**src/rtl/mips_pkg.sv**
```systemverilog
// Shared register-file types and constants for the MIPS write-back path.
// Write-source tags, the round-robin pointer type and the debug view struct live here.
package mips_pkg;

    localparam int REG_ADDR_W = 5;
    localparam int REG_DATA_W = 32;
    localparam int NUM_REGS   = 32;

    typedef enum logic [1:0] {
        WB_NONE = 2'd0,
        WB_ALU  = 2'd1,
        WB_LD   = 2'd2,
        WB_MD   = 2'd3
    } wb_src_t;

    // Pointer names the side that wins the next contended grant.
    typedef enum logic {
        RR_LD = 1'b0,
        RR_MD = 1'b1
    } rr_ptr_t;

    typedef struct packed {
        rr_ptr_t rr;
        wb_src_t src;
    } wb_dbg_t;

    function automatic rr_ptr_t rr_other(input rr_ptr_t p);
        return (p == RR_LD) ? RR_MD : RR_LD;
    endfunction

endpackage

```
**src/rtl/regfile_writeback_if.sv**
```systemverilog
// Bundle of producer requests, register-file write port and scoreboard signals
// between the execution units and the write-back arbiter.
interface regfile_writeback_if #(
    parameter int DATA_W = mips_pkg::REG_DATA_W,
    parameter int ADDR_W = mips_pkg::REG_ADDR_W
);

    // Handshake: a result moves on a cycle where x_valid && x_ready. A producer
    // holds valid/addr/data stable until that cycle; ready is combinational and
    // may be high without valid, which then has no effect. ALU has no ready.
    logic              alu_valid;
    logic [ADDR_W-1:0] alu_addr;
    logic [DATA_W-1:0] alu_data;

    logic              ld_valid;
    logic [ADDR_W-1:0] ld_addr;
    logic [DATA_W-1:0] ld_data;
    logic              ld_ready;

    logic              md_valid;
    logic [ADDR_W-1:0] md_addr;
    logic [DATA_W-1:0] md_data;
    logic              md_ready;

    logic              enc;
    logic [ADDR_W-1:0] addrc;
    logic [DATA_W-1:0] datac;

    logic              issue_valid;
    logic [ADDR_W-1:0] issue_addr;
    logic [31:0]       busy;

    modport master (
        output alu_valid, alu_addr, alu_data,
        output ld_valid, ld_addr, ld_data,
        output md_valid, md_addr, md_data,
        output issue_valid, issue_addr,
        input  ld_ready, md_ready,
        input  enc, addrc, datac, busy
    );

    modport slave (
        input  alu_valid, alu_addr, alu_data,
        input  ld_valid, ld_addr, ld_data,
        input  md_valid, md_addr, md_data,
        input  issue_valid, issue_addr,
        output ld_ready, md_ready,
        output enc, addrc, datac, busy
    );

endinterface

```
**src/rtl/rr_arbiter2.sv**
```systemverilog
// Two-requester round-robin arbiter (load vs mul/div) with an external block input.
// The pointer only moves on a contended grant, so a lone requester never steals a turn.
module rr_arbiter2
    import mips_pkg::*;
(
    input  logic    clk_i,
    input  logic    rst_ni,
    input  logic    block_i,
    input  logic    req_ld_i,
    input  logic    req_md_i,
    output logic    gnt_ld_o,
    output logic    gnt_md_o,
    output rr_ptr_t rr_o
);

    rr_ptr_t rr_q, rr_d;

    always_comb begin
        gnt_ld_o = 1'b0;
        gnt_md_o = 1'b0;
        rr_d     = rr_q;
        if (!block_i) begin
            if (req_ld_i && req_md_i) begin
                if (rr_q == RR_LD) begin
                    gnt_ld_o = 1'b1;
                end else begin
                    gnt_md_o = 1'b1;
                end
                rr_d = rr_other(rr_q);
            end else begin
                gnt_ld_o = req_ld_i;
                gnt_md_o = req_md_i;
            end
        end
    end

    always_ff @(posedge clk_i or negedge rst_ni) begin
        if (!rst_ni) begin
            rr_q <= RR_LD;
        end else begin
            rr_q <= rr_d;
        end
    end

    assign rr_o = rr_q;

endmodule

```
**src/rtl/regfile_writeback.sv**
```systemverilog
// Register-file write-back arbiter: ALU has fixed priority, load and mul/div share
// the remaining slots round-robin. Define WB_SCOREBOARD_EN to build the busy-bit scoreboard.
module regfile_writeback
    import mips_pkg::*;
#(
    parameter int DATA_W = REG_DATA_W,
    parameter int ADDR_W = REG_ADDR_W
) (
    input  logic               clock,
    input  logic               reset,
    regfile_writeback_if.slave wb,
    output wb_dbg_t            dbg_o
);

    logic              ld_gnt, md_gnt;
    rr_ptr_t           rr;

    wb_src_t           win_src;
    logic [ADDR_W-1:0] win_addr;
    logic [DATA_W-1:0] win_data;
    logic              xfer;

    logic              enc_q, enc_d;
    logic [ADDR_W-1:0] addrc_q, addrc_d;
    logic [DATA_W-1:0] datac_q, datac_d;

    rr_arbiter2 u_rr (
        .clk_i    (clock),
        .rst_ni   (reset),
        .block_i  (wb.alu_valid),
        .req_ld_i (wb.ld_valid),
        .req_md_i (wb.md_valid),
        .gnt_ld_o (ld_gnt),
        .gnt_md_o (md_gnt),
        .rr_o     (rr)
    );

    assign wb.ld_ready = ld_gnt;
    assign wb.md_ready = md_gnt;

    always_comb begin
        win_src  = WB_NONE;
        win_addr = '0;
        win_data = '0;
        if (wb.alu_valid) begin
            win_src  = WB_ALU;
            win_addr = wb.alu_addr;
            win_data = wb.alu_data;
        end else if (ld_gnt) begin
            win_src  = WB_LD;
            win_addr = wb.ld_addr;
            win_data = wb.ld_data;
        end else if (md_gnt) begin
            win_src  = WB_MD;
            win_addr = wb.md_addr;
            win_data = wb.md_data;
        end
    end

    assign xfer = (win_src != WB_NONE);

    // A write to $0 is consumed like any other, it just never enables the port.
    always_comb begin
        enc_d   = xfer && (win_addr != '0);
        addrc_d = xfer ? win_addr : addrc_q;
        datac_d = xfer ? win_data : datac_q;
    end

    always_ff @(posedge clock or negedge reset) begin
        if (!reset) begin
            enc_q   <= 1'b0;
            addrc_q <= '0;
            datac_q <= '0;
        end else begin
            enc_q   <= enc_d;
            addrc_q <= addrc_d;
            datac_q <= datac_d;
        end
    end

    assign wb.enc   = enc_q;
    assign wb.addrc = addrc_q;
    assign wb.datac = datac_q;

`ifdef WB_SCOREBOARD_EN
    logic [NUM_REGS-1:0] busy_q, busy_d;

    // Clear first, then set, so an issue on the retiring register keeps it busy.
    always_comb begin
        busy_d = busy_q;
        if (enc_q) begin
            busy_d[addrc_q] = 1'b0;
        end
        if (wb.issue_valid) begin
            busy_d[wb.issue_addr] = 1'b1;
        end
        busy_d[0] = 1'b0;
    end

    always_ff @(posedge clock or negedge reset) begin
        if (!reset) begin
            busy_q <= '0;
        end else begin
            busy_q <= busy_d;
        end
    end

    assign wb.busy = busy_q;
`else
    logic unused_issue;
    assign unused_issue = ^{wb.issue_valid, wb.issue_addr};
    assign wb.busy      = '0;
`endif

    assign dbg_o = {rr, win_src};

endmodule

```
**src/flat_wrapper.sv**
```systemverilog
// flat-port wrapper written by rule: the top's interface ports become plain ports
module regfile_writeback_flat import mips_pkg::*;
#(
    parameter int DATA_W = REG_DATA_W,
    parameter int ADDR_W = REG_ADDR_W
)
  (clock, reset, dbg_o, wb_alu_valid, wb_alu_addr, wb_alu_data, wb_ld_valid, wb_ld_addr, wb_ld_data, wb_md_valid, wb_md_addr, wb_md_data, wb_issue_valid, wb_issue_addr, wb_ld_ready, wb_md_ready, wb_enc, wb_addrc, wb_datac, wb_busy);
  regfile_writeback_if #(.DATA_W(DATA_W), .ADDR_W(ADDR_W)) wb_i ();
  input  logic clock;
  input  logic reset;
  output wb_dbg_t dbg_o;
  input wire logic [$bits(wb_i.alu_valid)-1:0] wb_alu_valid;
  input wire logic [$bits(wb_i.alu_addr)-1:0] wb_alu_addr;
  input wire logic [$bits(wb_i.alu_data)-1:0] wb_alu_data;
  input wire logic [$bits(wb_i.ld_valid)-1:0] wb_ld_valid;
  input wire logic [$bits(wb_i.ld_addr)-1:0] wb_ld_addr;
  input wire logic [$bits(wb_i.ld_data)-1:0] wb_ld_data;
  input wire logic [$bits(wb_i.md_valid)-1:0] wb_md_valid;
  input wire logic [$bits(wb_i.md_addr)-1:0] wb_md_addr;
  input wire logic [$bits(wb_i.md_data)-1:0] wb_md_data;
  input wire logic [$bits(wb_i.issue_valid)-1:0] wb_issue_valid;
  input wire logic [$bits(wb_i.issue_addr)-1:0] wb_issue_addr;
  output wire logic [$bits(wb_i.ld_ready)-1:0] wb_ld_ready;
  output wire logic [$bits(wb_i.md_ready)-1:0] wb_md_ready;
  output wire logic [$bits(wb_i.enc)-1:0] wb_enc;
  output wire logic [$bits(wb_i.addrc)-1:0] wb_addrc;
  output wire logic [$bits(wb_i.datac)-1:0] wb_datac;
  output wire logic [$bits(wb_i.busy)-1:0] wb_busy;
  assign wb_i.alu_valid = wb_alu_valid;
  assign wb_i.alu_addr = wb_alu_addr;
  assign wb_i.alu_data = wb_alu_data;
  assign wb_i.ld_valid = wb_ld_valid;
  assign wb_i.ld_addr = wb_ld_addr;
  assign wb_i.ld_data = wb_ld_data;
  assign wb_i.md_valid = wb_md_valid;
  assign wb_i.md_addr = wb_md_addr;
  assign wb_i.md_data = wb_md_data;
  assign wb_i.issue_valid = wb_issue_valid;
  assign wb_i.issue_addr = wb_issue_addr;
  assign wb_ld_ready = wb_i.ld_ready;
  assign wb_md_ready = wb_i.md_ready;
  assign wb_enc = wb_i.enc;
  assign wb_addrc = wb_i.addrc;
  assign wb_datac = wb_i.datac;
  assign wb_busy = wb_i.busy;
  regfile_writeback #(.DATA_W(DATA_W), .ADDR_W(ADDR_W)) u_core (.clock(clock), .reset(reset), .wb(wb_i), .dbg_o(dbg_o));
endmodule
```
**config.mk**
```make
export PLATFORM = sky130hd
export DESIGN_NAME = regfile_writeback_flat
export DESIGN_NICKNAME = d
export VERILOG_FILES = /design/src/rtl/mips_pkg.sv /design/src/rtl/regfile_writeback_if.sv /design/src/rtl/rr_arbiter2.sv /design/src/rtl/regfile_writeback.sv /design/src/flat_wrapper.sv
export SDC_FILE = /design/constraint.sdc
export NUM_CORES = 1
export LEC_CHECK = 0
export ABC_AREA = 1
export CORE_MARGIN = 3
export CORE_UTILIZATION = 31
export CTS_CLUSTER_SIZE = 24
export DETAILED_ROUTE_END_ITERATION = 7
export GPL_TIMING_DRIVEN = 0
export HOLD_SLACK_MARGIN = 0.06
export PLACE_DENSITY = 0.91
export SYNTH_ARGS = -nofsm -noshare
export SYNTH_HDL_FRONTEND = slang
export SYNTH_SLANG_ARGS = --single-unit
```
**constraint.sdc**
```tcl
create_clock -name clock -period 1.6 [get_ports clock]
set_clock_uncertainty 0.1 [all_clocks]
set_input_delay 0.32 -clock clock [delete_from_list [all_inputs] [get_ports clock]]
set_output_delay 0.32 -clock clock [all_outputs]
set_load 0.01 [all_outputs]
```
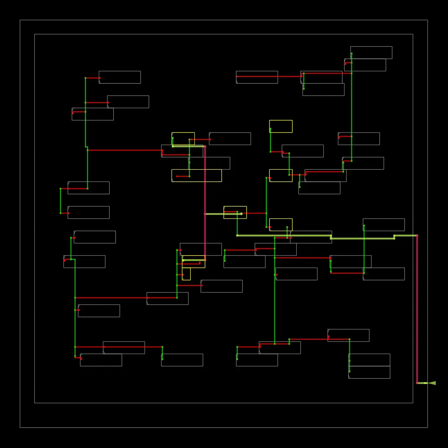
Figure 1: run 1, the clock network.
number of flip-flops and latches: 39
CTS Buf Count: 5
Power Clock: 0.000855 W
clk_buf instances: 6

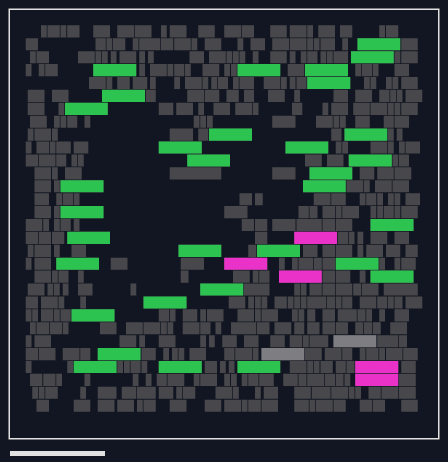
Figure 2: run 1, where the registers sit.
Scale bar: 20 µm. Other sequential cells in the stronger gray, the rest of the logic in the fainter gray.
magenta -> `u_core.wb.addrc`  # placed flops 5
green -> `u_core.wb.datac`  # placed flops 32, where spread over the die
not colored = 2

==> run_results.csv, run 1 <==
group,metric,value,unit
synthesis,synth.comb.largest_family,"simple AND/OR/NAND/NOR gates",
pwr,top_power_group,"combinational cells",
final_timing,final_hold_viol_count,0,
synthesis,synthesis.instances,292,
pwr,power.sequential.total,0.00127,W
clocking,cts-root-buf,"sky130_fd_sc_hd__clkbuf_8",
drt,total_via_count_in_the_routed_design,2713,
job,maxCapViolCount,0,
drt,detail_route.drc_violations,0,
final_layout,post-route-cell-area,4280,µm²
pwr,net-switching-power,0.00111,W
final_timing,setup_viol_count_final,4,
drt,ant_nets,0,
global_route,pin_count_of_the_biggest_net_entering_global_routing,38,
clocking,ctsResizeCount,83,
synthesis,top_area_frac,0.444,
final_layout,layout.cells.most_common_list,"sky130_fd_sc_hd__nand2_1 (140), sky130_fd_sc_hd__clkdlybuf4s50_1 (111), sky130_fd_sc_hd__buf_4 (51), sky130_fd_sc_hd__dlygate4sd2_1 (39), sky130_fd_sc_hd__dfrtp_1 (39)",
final_timing,timing.final.crit_share,1.06,
pwr,combinationalPowerShare,0.402,
setup_path,criticalPathCategory,"input pin to output port",
clocking,path_clk_slew,0.08,ns
drt,drt-total-wl,8640,µm
status,violations,"setup timing",
final_layout,final_cells,599,
pwr,power_combinational,0.00143,W
floorplan,fp-row-count,30,
setup_path,timing.rr.start,"u_core.u_rr.rr_o",
synthesis,post_synth.cell_area_avg,7.52,µm²
pwr,power,0.00355,W
setup_path,critical_path_arrival,1.28,ns
setup_path,timing.critical_path.fanout_max,7,
drt,drtPass1Iterations,4,
setup_path,cp.required,1.18,ns
place,dpl_cell_area,4030,µm²
floorplan,fp.coreArea,6830,µm²
final_timing,finalMaxSlewViolations,0,
final_layout,layout.filler_cells,607,
setup_path,reg2reg_depth,7,
synthesis,synth.yosys.num_cells,292,
pwr,vdd.ir_drop.worst,0.340,mV
synthesis,synth.largest_area_cell,"sky130_fd_sc_hd__dfrtp_1",
clocking,clock_insertion_delay_worst_skew,0.29,ns
pwr,pwr-share-seq,0.357,
final_layout,fraction_of_layout_cells_with_a_size_suffix_above_1,0.163,
hold_path,timing.hold.worst.class,"input pin to asynchronous set/reset pin",
clocking,hold_buffers,1,
floorplan,dieWidth,90.2,µm
final_layout,syn_to_final_growth,94.7,%
final_timing,grt_setup_unrepaired,"true",
final_layout,antenna-diode-count,0,
job,tally_of_openroad_warnings,34,
place,dp_slack,-1.20,ns
global_route,grt_pass1_vias,2732,
synthesis,synth.yosys.chip_area,2200,µm²
status,outcome,"finished with violations",
final_layout,finish.utilization,0.626,
synthesis,adder_share,0,
final_layout,leading_cell_type_in_the_layout_fill_and_taps_excluded,"sky130_fd_sc_hd__nand2_1",
pwr,p_clk_frac,0.241,
setup_path,worst_r2r_endpoint,"u_core.wb.datac[0]",
drt,post_drt_via_cell_ratio,4.53,
synthesis,xor_area_frac,0.00399,
drt,routedWlPerCell,14.4,µm
synthesis,synth_seq_share,0.444,
final_timing,setup_slack,-0.0986,ns
clocking,htree_num_levels,2,
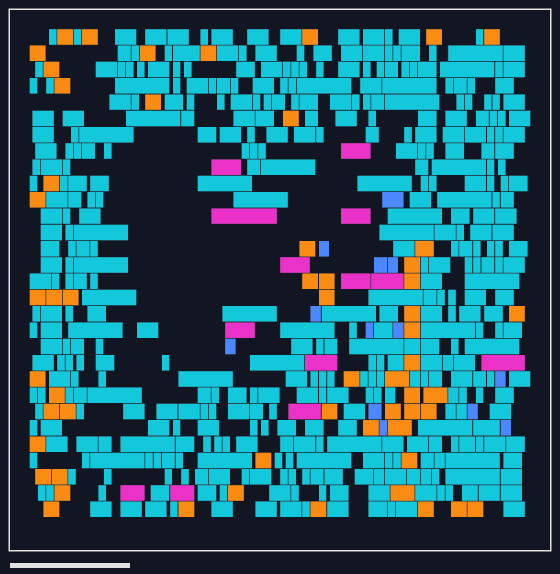
Figure 3: run 1, cells by drive strength.
Scale bar: 20 µm.
blue -> x2  # cells 13, share 2.6%
magenta -> x6 and larger  # cells 13, share 2.6%
cyan -> x1 and smaller  # cells 421, share 84%
orange -> x3 and x4  # cells 56, share 11%

-- run 1: worst max-delay path: stages --
cell	delay [ns]
sky130_fd_sc_hd__dlygate4sd2_1	0.44
sky130_fd_sc_hd__nand2_4	0.10
sky130_fd_sc_hd__nand2_4	0.12
sky130_fd_sc_hd__clkinv_4	0.07
sky130_fd_sc_hd__buf_8	0.12
sky130_fd_sc_hd__buf_6	0.11
-- run 1: layer usage --
| metal | part of all wire | vias up | routed length [µm] |
|---|---|---|---|
| li1 | - | 1302 | - |
| met5 | 0 | - | 0 |
| met4 | 0.023 | 0 | 199 |
| met3 | 0.070 | 17 | 603 |
| met2 | 0.53 | 119 | 4590 |
| met1 | 0.38 | 1275 | 3250 |
-- run 1: layout make-up --
type | instances | area [µm²] | area share
clock inverters | 2 | 35.0 | 0.00819
plain buffers | 45 | 349 | 0.0816
flip-flops and latches | 39 | 976 | 0.228
clock buffers | 6 | 82.6 | 0.0193
inverters | 6 | 28.8 | 0.00673
repair buffers | 173 | 1650 | 0.386
multi-input cells | 232 | 1030 | 0.242
well taps | 96 | 120 | 0.0281
-- run 1: registers in the layout (all words and copies together), names as in the netlist --
| signal | cells |
|---|---|
| u_core.wb.datac | 32 |
| u_core.wb.addrc | 5 |
| u_core.u_rr.rr_o | 1 |
| u_core.wb.enc | 1 |
-- run 1: worst max-delay path by stage --
stage / startpoint / end / slack, ns
floorplan: u_core.u_rr.rr_o / wb_ld_ready / 0.15
global placement: wb_alu_valid / wb_ld_ready / -1.17
detailed placement: wb_alu_valid / wb_ld_ready / -1.20
CTS: u_core.u_rr.rr_o / wb_ld_ready / -0.06
global route: u_core.u_rr.rr_o / wb_ld_ready / -0.15
finish: wb_ld_valid / wb_md_ready / -0.1
Figure 4. I/O nets highlighted (run 1).
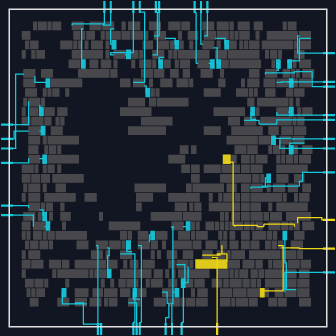

==> run 2: changes to the inputs <==
--- a/config.mk
+++ b/config.mk
@@ -5,14 +5,12 @@
 export SDC_FILE = /design/constraint.sdc
 export NUM_CORES = 1
 export LEC_CHECK = 0
-export ABC_AREA = 1
-export CORE_MARGIN = 3
-export CORE_UTILIZATION = 31
+export CORE_MARGIN = 4
+export CORE_UTILIZATION = 32
 export CTS_CLUSTER_SIZE = 24
 export DETAILED_ROUTE_END_ITERATION = 7
-export GPL_TIMING_DRIVEN = 0
 export HOLD_SLACK_MARGIN = 0.06
-export PLACE_DENSITY = 0.91
+export PLACE_DENSITY = 0.93
 export SYNTH_ARGS = -nofsm -noshare
 export SYNTH_HDL_FRONTEND = slang
 export SYNTH_SLANG_ARGS = --single-unit
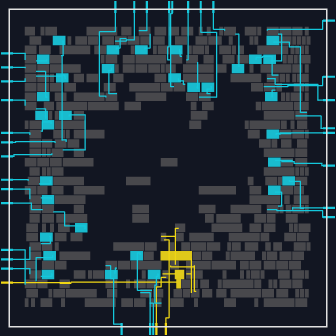
Figure 5: run 2, I/O nets highlighted.
cyan -> `wb_ld_data`  # direction input, end cells 32, wire 729 µm
yellow -> `dbg_o`  # direction output, end cells 3, wire 141 µm

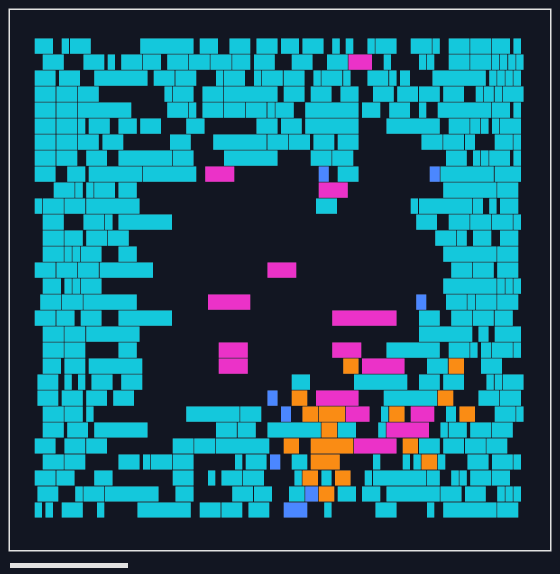
Figure 6: run 2, cells by drive strength.
Scale bar: 20 µm.
blue -> x2  # cells 8, share 2.1%
magenta -> x6 and larger  # cells 15, share 3.9%
cyan -> x1 and smaller  # cells 349, share 90%
orange -> x3 and x4  # cells 17, share 4.4%

==> run 2 against run 1 <==
The flow still finishes with violations (setup timing). Worst hold slack better by 0.058 ns. Clock power fell by 2%. Final cell count down 19%. Flip-flop count stayed put. Fmax down 7.0%. Critical path depth is the same. Register-to-register slack lost 0.31 ns. Worst setup slack worse by 0.13 ns. Area after synthesis up 2.3%. Wire length is 9.3% lower. Die size is 3.7% higher. Critical path type is now flop to flop. Critical endpoint is now u_core.wb.enc. Highest routed layer unchanged.
==> run_results.csv, run 2 <==
group,metric,value,unit
status,outcome,"finished with violations",
status,violations,"setup timing",
final_layout,largest_register_ffs,32,
pwr,p_clk_frac,0.263,
job,maxCapViolCount,0,
setup_path,critical_path_arrival,1.86,ns
drt,routedWlPerCell,16.2,µm
clocking,cts_buffers,5,
final_layout,finish.utilization,0.592,
final_layout,leading_cell_type_in_the_layout_fill_and_taps_excluded,"sky130_fd_sc_hd__clkdlybuf4s50_1",
final_timing,final_hold_viol_count,0,
final_layout,sequential_cell_area,976,µm²
synthesis,xor_area_frac,0.00390,
global_route,pin_count_of_the_biggest_net_entering_global_routing,38,
drt,drt-total-wl,7840,µm
synthesis,synth.yosys.chip_area,2250,µm²
final_timing,timing.final.crit_share,1.14,
setup_path,path_cells,"nand2b_4, and3b_4, buf_6, a222oi_1, and3_1, nand3_1",
final_layout,area.share.sequential,0.243,
setup_path,criticalPathCategory,"flop to flop",
drt,detail_route.drc_violations,0,
synthesis,adder_share,0,
floorplan,fp-row-count,30,
floorplan,dieWidth,91.8,µm
final_layout,seq_cells,39,
synthesis,post_synth.cell_area_avg,10.2,µm²
final_layout,post-route-cell-area,4020,µm²
job,tally_of_openroad_warnings,34,
synthesis,synth.comb.largest_family,"buffers and inverters",
final_layout,logic_gate_count,138,
setup_path,largest_delay_contributor_family_on_the_critical_path,"simple AND/OR/NAND/NOR gates",
clocking,clock_insertion_delay_worst_skew,0.28,ns
clocking,path_clk_slew,0.08,ns
pwr,net-switching-power,0.000901,W
final_layout,non_clock_buffer_count,179,
place,dp_slack,-0.670,ns
final_layout,layout.non_clock_inverters,25,
pwr,combinationalPowerShare,0.365,
final_layout,num-nets-final,510,
final_layout,final_cells,485,
setup_path,cell_at_the_slowest_stage_of_the_critical_path,"sky130_fd_sc_hd__dfrtp_1",
final_timing,holdWs,0.330,ns
final_layout,syn_to_final_growth,78.7,%
final_timing,setup_slack,-0.226,ns
final_layout,final-comb-area,965,µm²
setup_path,worst_stage_delay_on_the_critical_path,0.39,ns
synthesis,top_area_frac,0.434,
pwr,pwr-share-seq,0.372,
clocking,cts-root-buf,"sky130_fd_sc_hd__clkbuf_8",
final_layout,clockNetworkAreaShare,0.0293,
clocking,htree_num_levels,2,
synthesis,synth.largest_area_cell,"sky130_fd_sc_hd__dfrtp_1",
final_layout,sh_comb_area,0.240,
pwr,vdd.ir_drop.worst,0.353,mV
floorplan,fp.coreArea,6790,µm²
final_layout,clkbuf_count,6,
setup_path,reg2reg_depth,6,
final_timing,finalMaxSlewViolations,0,
drt,post_drt_via_cell_ratio,4.87,
final_layout,layout.cells.most_common_list,"sky130_fd_sc_hd__clkdlybuf4s50_1 (112), sky130_fd_sc_hd__dfrtp_1 (39), sky130_fd_sc_hd__dlygate4sd2_1 (36), sky130_fd_sc_hd__conb_1 (32), sky130_fd_sc_hd__a222oi_1 (29)",
drt,drtPass1Iterations,5,
hold_path,timing.hold.worst.class,"input pin to flop",
floorplan,chipArea,8430,µm²
final_layout,dominant_cells,"buffers",
setup_path,worst-path-buf-inv,1,
synthesis,synth.yosys.num_cells,220,
final_layout,antenna-diode-count,0,
synthesis,synth.cells.most_frequent,"sky130_fd_sc_hd__dfrtp_1 (39), sky130_fd_sc_hd__buf_4 (37), sky130_fd_sc_hd__a222oi_1 (29)",
setup_path,cp.required,1.64,ns
synthesis,synthesis.instances,220,
place,dpl_cell_area,3860,µm²
setup_path,critical_path_cell_count,6,
drt,ant_nets,0,
final_timing,setup_viol_count_final,9,
synthesis,synth_seq_share,0.434,
pwr,power,0.00320,W
drt,total_via_count_in_the_routed_design,2361,
setup_path,timing.critical_path.fanout_max,7,
final_timing,grt_setup_unrepaired,"true",
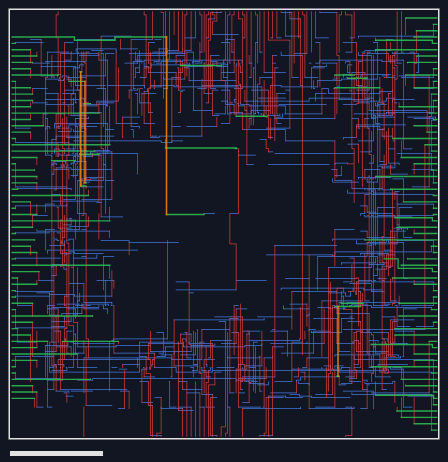
Figure 7: run 2, metal layers overlaid.
Scale bar: 20 µm.
blue -> M1  # wire length 2910 µm
red -> M2  # wire length 4000 µm
green -> M3  # wire length 825 µm
orange -> M4  # wire length 99.3 µm

[run 2: cell count changes after synthesis, sizes merged, moves of 9 or more]
| cell | delta |
|---|---|
| mux2i | +24 |
| a222oi | +29 |
| nand2 | -118 |
| nand4 | -36 |
| nand3 | -9 |
| inv | +21 |
[run 2: repair_timing]
action | CTS | global route
resized | 56 | 15
pin swaps | 1 | 4
setup buffers | 2 | 2
setup endpoints to repair | 78 | 41
hold buffers | 1 | 0
hold endpoints to repair | 17 | 0
[run 2: power groups by stage]
stage | logic [W] | registers (W) | clock network [W]
6_report | 0.00117 | 0.00119 | 0.000842
5_1_grt | 0.00125 | 0.00121 | 0.000930
4_1_cts | 0.00115 | 0.00119 | 0.000883
3_5_place_dp | 0.00119 | 0.00122 | 0
3_3_place_gp | 0.00116 | 0.00122 | 0
2_1_floorplan | 0.000456 | 0.00127 | 0
[run 2: final timing paths]
kind	slack [ns]	endpoint	from
setup / recovery	-0.23	u_core.wb.enc	u_core.u_rr.rr_o
hold / removal	0.33	u_core.u_rr.rr_o	wb_ld_valid
setup reg to reg	-0.23	u_core.wb.enc	u_core.u_rr.rr_o
hold reg to reg	0.38	u_core.wb.addrc[3]	u_core.wb.addrc[3]
max in group asynchronous	0.49	u_core.wb.datac[11]	reset
min in group asynchronous	0.44	u_core.wb.datac[17]	reset
[run 2: layer usage]
metal / vias up / wire [µm] / GRT usage
met5: - / 0 / 0
met4: 0 / 99 / 0.0507
met3: 8 / 825 / 0.0607
met2: 154 / 4000 / 0.313
met1: 1127 / 2910 / 0.188
li1: 1072 / - / -
[run 2: worst min-delay path, stage by stage]
cell and delay (ns):
sky130_fd_sc_hd__clkbuf_2 0.14, sky130_fd_sc_hd__nand3b_1 0.13, sky130_fd_sc_hd__xnor2_1 0.08
Figure 8. The clock network (run 2).
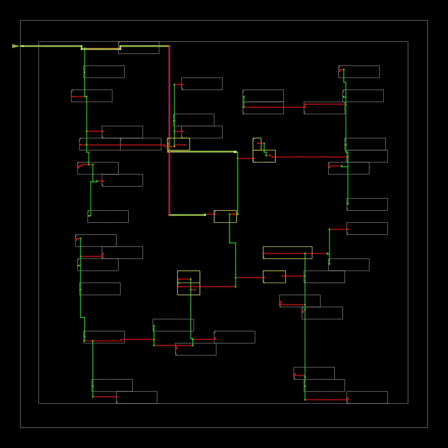

==> run 3: changes to the inputs <==
--- a/config.mk
+++ b/config.mk
@@ -5,12 +5,15 @@
 export SDC_FILE = /design/constraint.sdc
 export NUM_CORES = 1
 export LEC_CHECK = 0
+export CORE_ASPECT_RATIO = 1.2
 export CORE_MARGIN = 4
 export CORE_UTILIZATION = 32
 export CTS_CLUSTER_SIZE = 24
 export DETAILED_ROUTE_END_ITERATION = 7
 export HOLD_SLACK_MARGIN = 0.06
 export PLACE_DENSITY = 0.93
+export SETUP_SLACK_MARGIN = 0.2
+export SKIP_CTS_REPAIR_TIMING = 1
 export SYNTH_ARGS = -nofsm -noshare
 export SYNTH_HDL_FRONTEND = slang
 export SYNTH_SLANG_ARGS = --single-unit
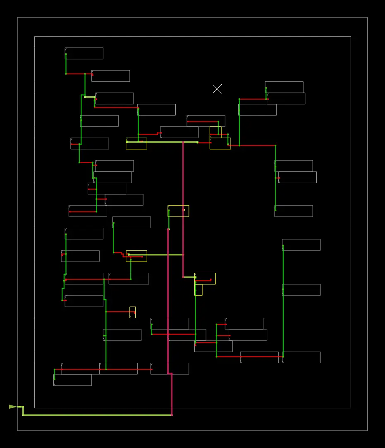
Figure 9: run 3, the clock network.
number of clock sinks: 39
Power Clock: 0.000644 W

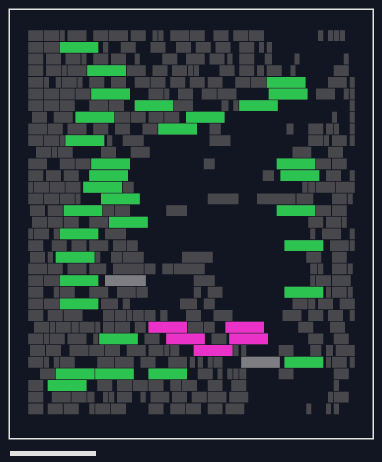
Figure 10: run 3, where the registers sit.
Scale bar: 20 µm. Other sequential cells in the stronger gray, the rest of the logic in the fainter gray.
green -> `u_core.wb.datac`  # placed flops 32, where spread over the die
magenta -> `u_core.wb.addrc`  # placed flops 5, where south
not colored = 2

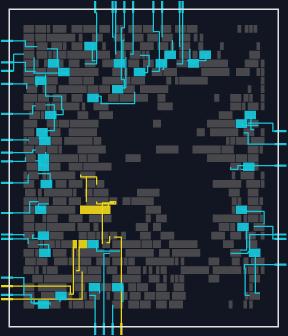
Figure 11: run 3, I/O nets highlighted.
cyan -> `wb_ld_data`  # direction input, end cells 32, wire 667 µm
yellow -> `dbg_o`  # direction output, end cells 3, wire 152 µm

==> run 3 against run 2 <==
The run ends with DRC, setup timing left. Sequential power hardly changed. Power is 3.3% lower. Clock-buffer cell count stayed put. First-iteration DRC count is 4.3% higher. Final cell count is 1.2% lower. Synthesized cell count stayed put. Highest routed layer unchanged. Critical endpoint unchanged. Area after synthesis stayed put. Worst hold slack better by 0.030 ns. Die size hardly changed. Register-to-register slack worse by 0.02 ns. Worst setup slack worse by 0.015 ns.
==> run_results.csv, run 3 <==
group,metric,value,unit
final_layout,antenna-diode-count,0,
synthesis,adder_share,0,
hold_path,hold_path_startpoint,"wb_alu_valid",
clocking,cts-root-buf,"sky130_fd_sc_hd__clkbuf_8",
final_timing,timing.final.crit_share,1.15,
synthesis,synthesis.instances,220,
final_layout,post-route-cell-area,4150,µm²
pwr,net-switching-power,0.000923,W
final_timing,grt_setup_unrepaired,"true",
setup_path,criticalPathCategory,"flop to flop",
hold_path,timing.hold.worst.class,"input pin to flop",
status,violations,"DRC, setup timing",
final_timing,setup_viol_count_final,32,
final_layout,final_cells,479,
clocking,path_clk_slew,0.08,ns
floorplan,chipArea,8440,µm²
synthesis,enable_flop_cells,0,
pwr,pwr-share-seq,0.392,
setup_path,timing.rr.start,"u_core.u_rr.rr_o",
synthesis,xor_area_frac,0.00390,
drt,detail_route.drc_violations,1,
final_layout,finish.utilization,0.605,
hold_path,min_delay_path_depth,3,
final_layout,leading_cell_type_in_the_layout_fill_and_taps_excluded,"sky130_fd_sc_hd__clkdlybuf4s50_1",
job,tally_of_openroad_warnings,34,
final_layout,largest_register_ffs,32,
synthesis,post_synth.cell_area_avg,10.2,µm²
drt,ant_nets,0,
pwr,power,0.00310,W
clocking,htree_num_levels,2,
final_timing,setup_slack,-0.241,ns
synthesis,synth.yosys.chip_area,2250,µm²
floorplan,fp-row-count,33,
place,dp_slack,-0.632,ns
status,outcome,"finished with violations",
synthesis,synth.yosys.num_cells,220,
synthesis,synth.largest_area_cell,"sky130_fd_sc_hd__dfrtp_1",
global_route,pin_count_of_the_biggest_net_entering_global_routing,38,
floorplan,dieWidth,84.5,µm
final_timing,holdWs,0.359,ns
final_timing,finalMaxSlewViolations,0,
drt,post_drt_via_cell_ratio,5.04,
setup_path,worst_r2r_endpoint,"u_core.wb.enc",
setup_path,path_cells,"nand2b_4, and3b_4, buf_12, a222oi_1, and3_1, nand3_1",
setup_path,cell_at_the_slowest_stage_of_the_critical_path,"sky130_fd_sc_hd__dfrtp_2",
hold_path,timing.hold.worst_endpoint,"u_core.wb.datac[5]",
setup_path,timing.critical_path.fanout_max,9,
place,dpl_cell_area,3860,µm²
floorplan,fp.coreArea,6850,µm²
setup_path,worst-r2r-setup-slack,-0.24,ns
final_layout,syn_to_final_growth,84.5,%
clocking,clock_insertion_delay_worst_skew,0.28,ns
setup_path,reg2reg_depth,6,
job,maxCapViolCount,0,
synthesis,synth.comb.largest_family,"buffers and inverters",
clocking,cts_buffers,5,
setup_path,largest_delay_contributor_family_on_the_critical_path,"simple AND/OR/NAND/NOR gates",
pwr,vdd.ir_drop.worst,0.479,mV
drt,drtPass1Iterations,8,
synthesis,synth.cells.most_frequent,"sky130_fd_sc_hd__dfrtp_1 (39), sky130_fd_sc_hd__buf_4 (37), sky130_fd_sc_hd__a222oi_1 (29)",
synthesis,yosys-mux-area-fraction,0.107,
final_layout,num-nets-final,513,
synthesis,top_area_frac,0.434,
final_timing,period_minus_slack,1.84,ns
final_layout,layout.cells.most_common_list,"sky130_fd_sc_hd__clkdlybuf4s50_1 (111), sky130_fd_sc_hd__dlymetal6s2s_1 (41), sky130_fd_sc_hd__dfrtp_1 (38), sky130_fd_sc_hd__conb_1 (32), sky130_fd_sc_hd__a222oi_1 (29)",
drt,total_via_count_in_the_routed_design,2413,
synthesis,synth_seq_share,0.434,
drt,drt-total-wl,8160,µm
## run 3: layout make-up
type / count / area, µm² / area share
Clock buffer: 6 / 72.6 / 0.0175
Tap cell: 87 / 109 / 0.0262
Multi-Input combinational cell: 138 / 972 / 0.234
Sequential cell: 39 / 977 / 0.236
Timing Repair Buffer: 182 / 1910 / 0.461
Inverter: 25 / 93.8 / 0.0226
Clock inverter: 2 / 12.5 / 0.00302
## run 3: power groups by stage
stage / Combinational [W] / Sequential (W) / Clock [W]
2_1_floorplan: 0.000468 / 0.00127 / 0
3_3_place_gp: 0.00118 / 0.00122 / 0
3_5_place_dp: 0.00121 / 0.00123 / 0
4_1_cts: 0.00122 / 0.00122 / 0.000677
5_1_grt: 0.00132 / 0.00123 / 0.000730
6_report: 0.00124 / 0.00121 / 0.000644
## run 3: how the worst max path moves through the flow
stage | from | slack, ns | cells after the start | end
after floorplan | u_core.u_rr.rr_o | 0.01 | 6 | u_core.wb.enc
after global placement | wb_md_valid | -0.62 | 3 | wb_ld_ready
after detailed placement | wb_md_valid | -0.63 | 4 | wb_md_ready
after CTS | wb_md_valid | -0.63 | 4 | wb_md_ready
after global routing | u_core.u_rr.rr_o | -0.31 | 6 | u_core.wb.enc
final | u_core.u_rr.rr_o | -0.24 | 6 | u_core.wb.enc
## run 3: cells by family (layout without fill, tap and decap cells)
logic type,count (synthesis),in the layout
buffers and inverters,74,215
XOR/XNOR,1,1
other,1,32
AND/OR/NAND/NOR,34,34
multiplexers,24,24
flip-flops,39,39
AND-OR/OR-AND,47,47
## run 3: layer usage
layer	GRT usage	routed length [µm]
met3	0.0714	976
met5	0	0
met2	0.313	4140
met1	0.177	2820
met4	0.0682	221
Power is estimated from default activity; no workload was simulated.
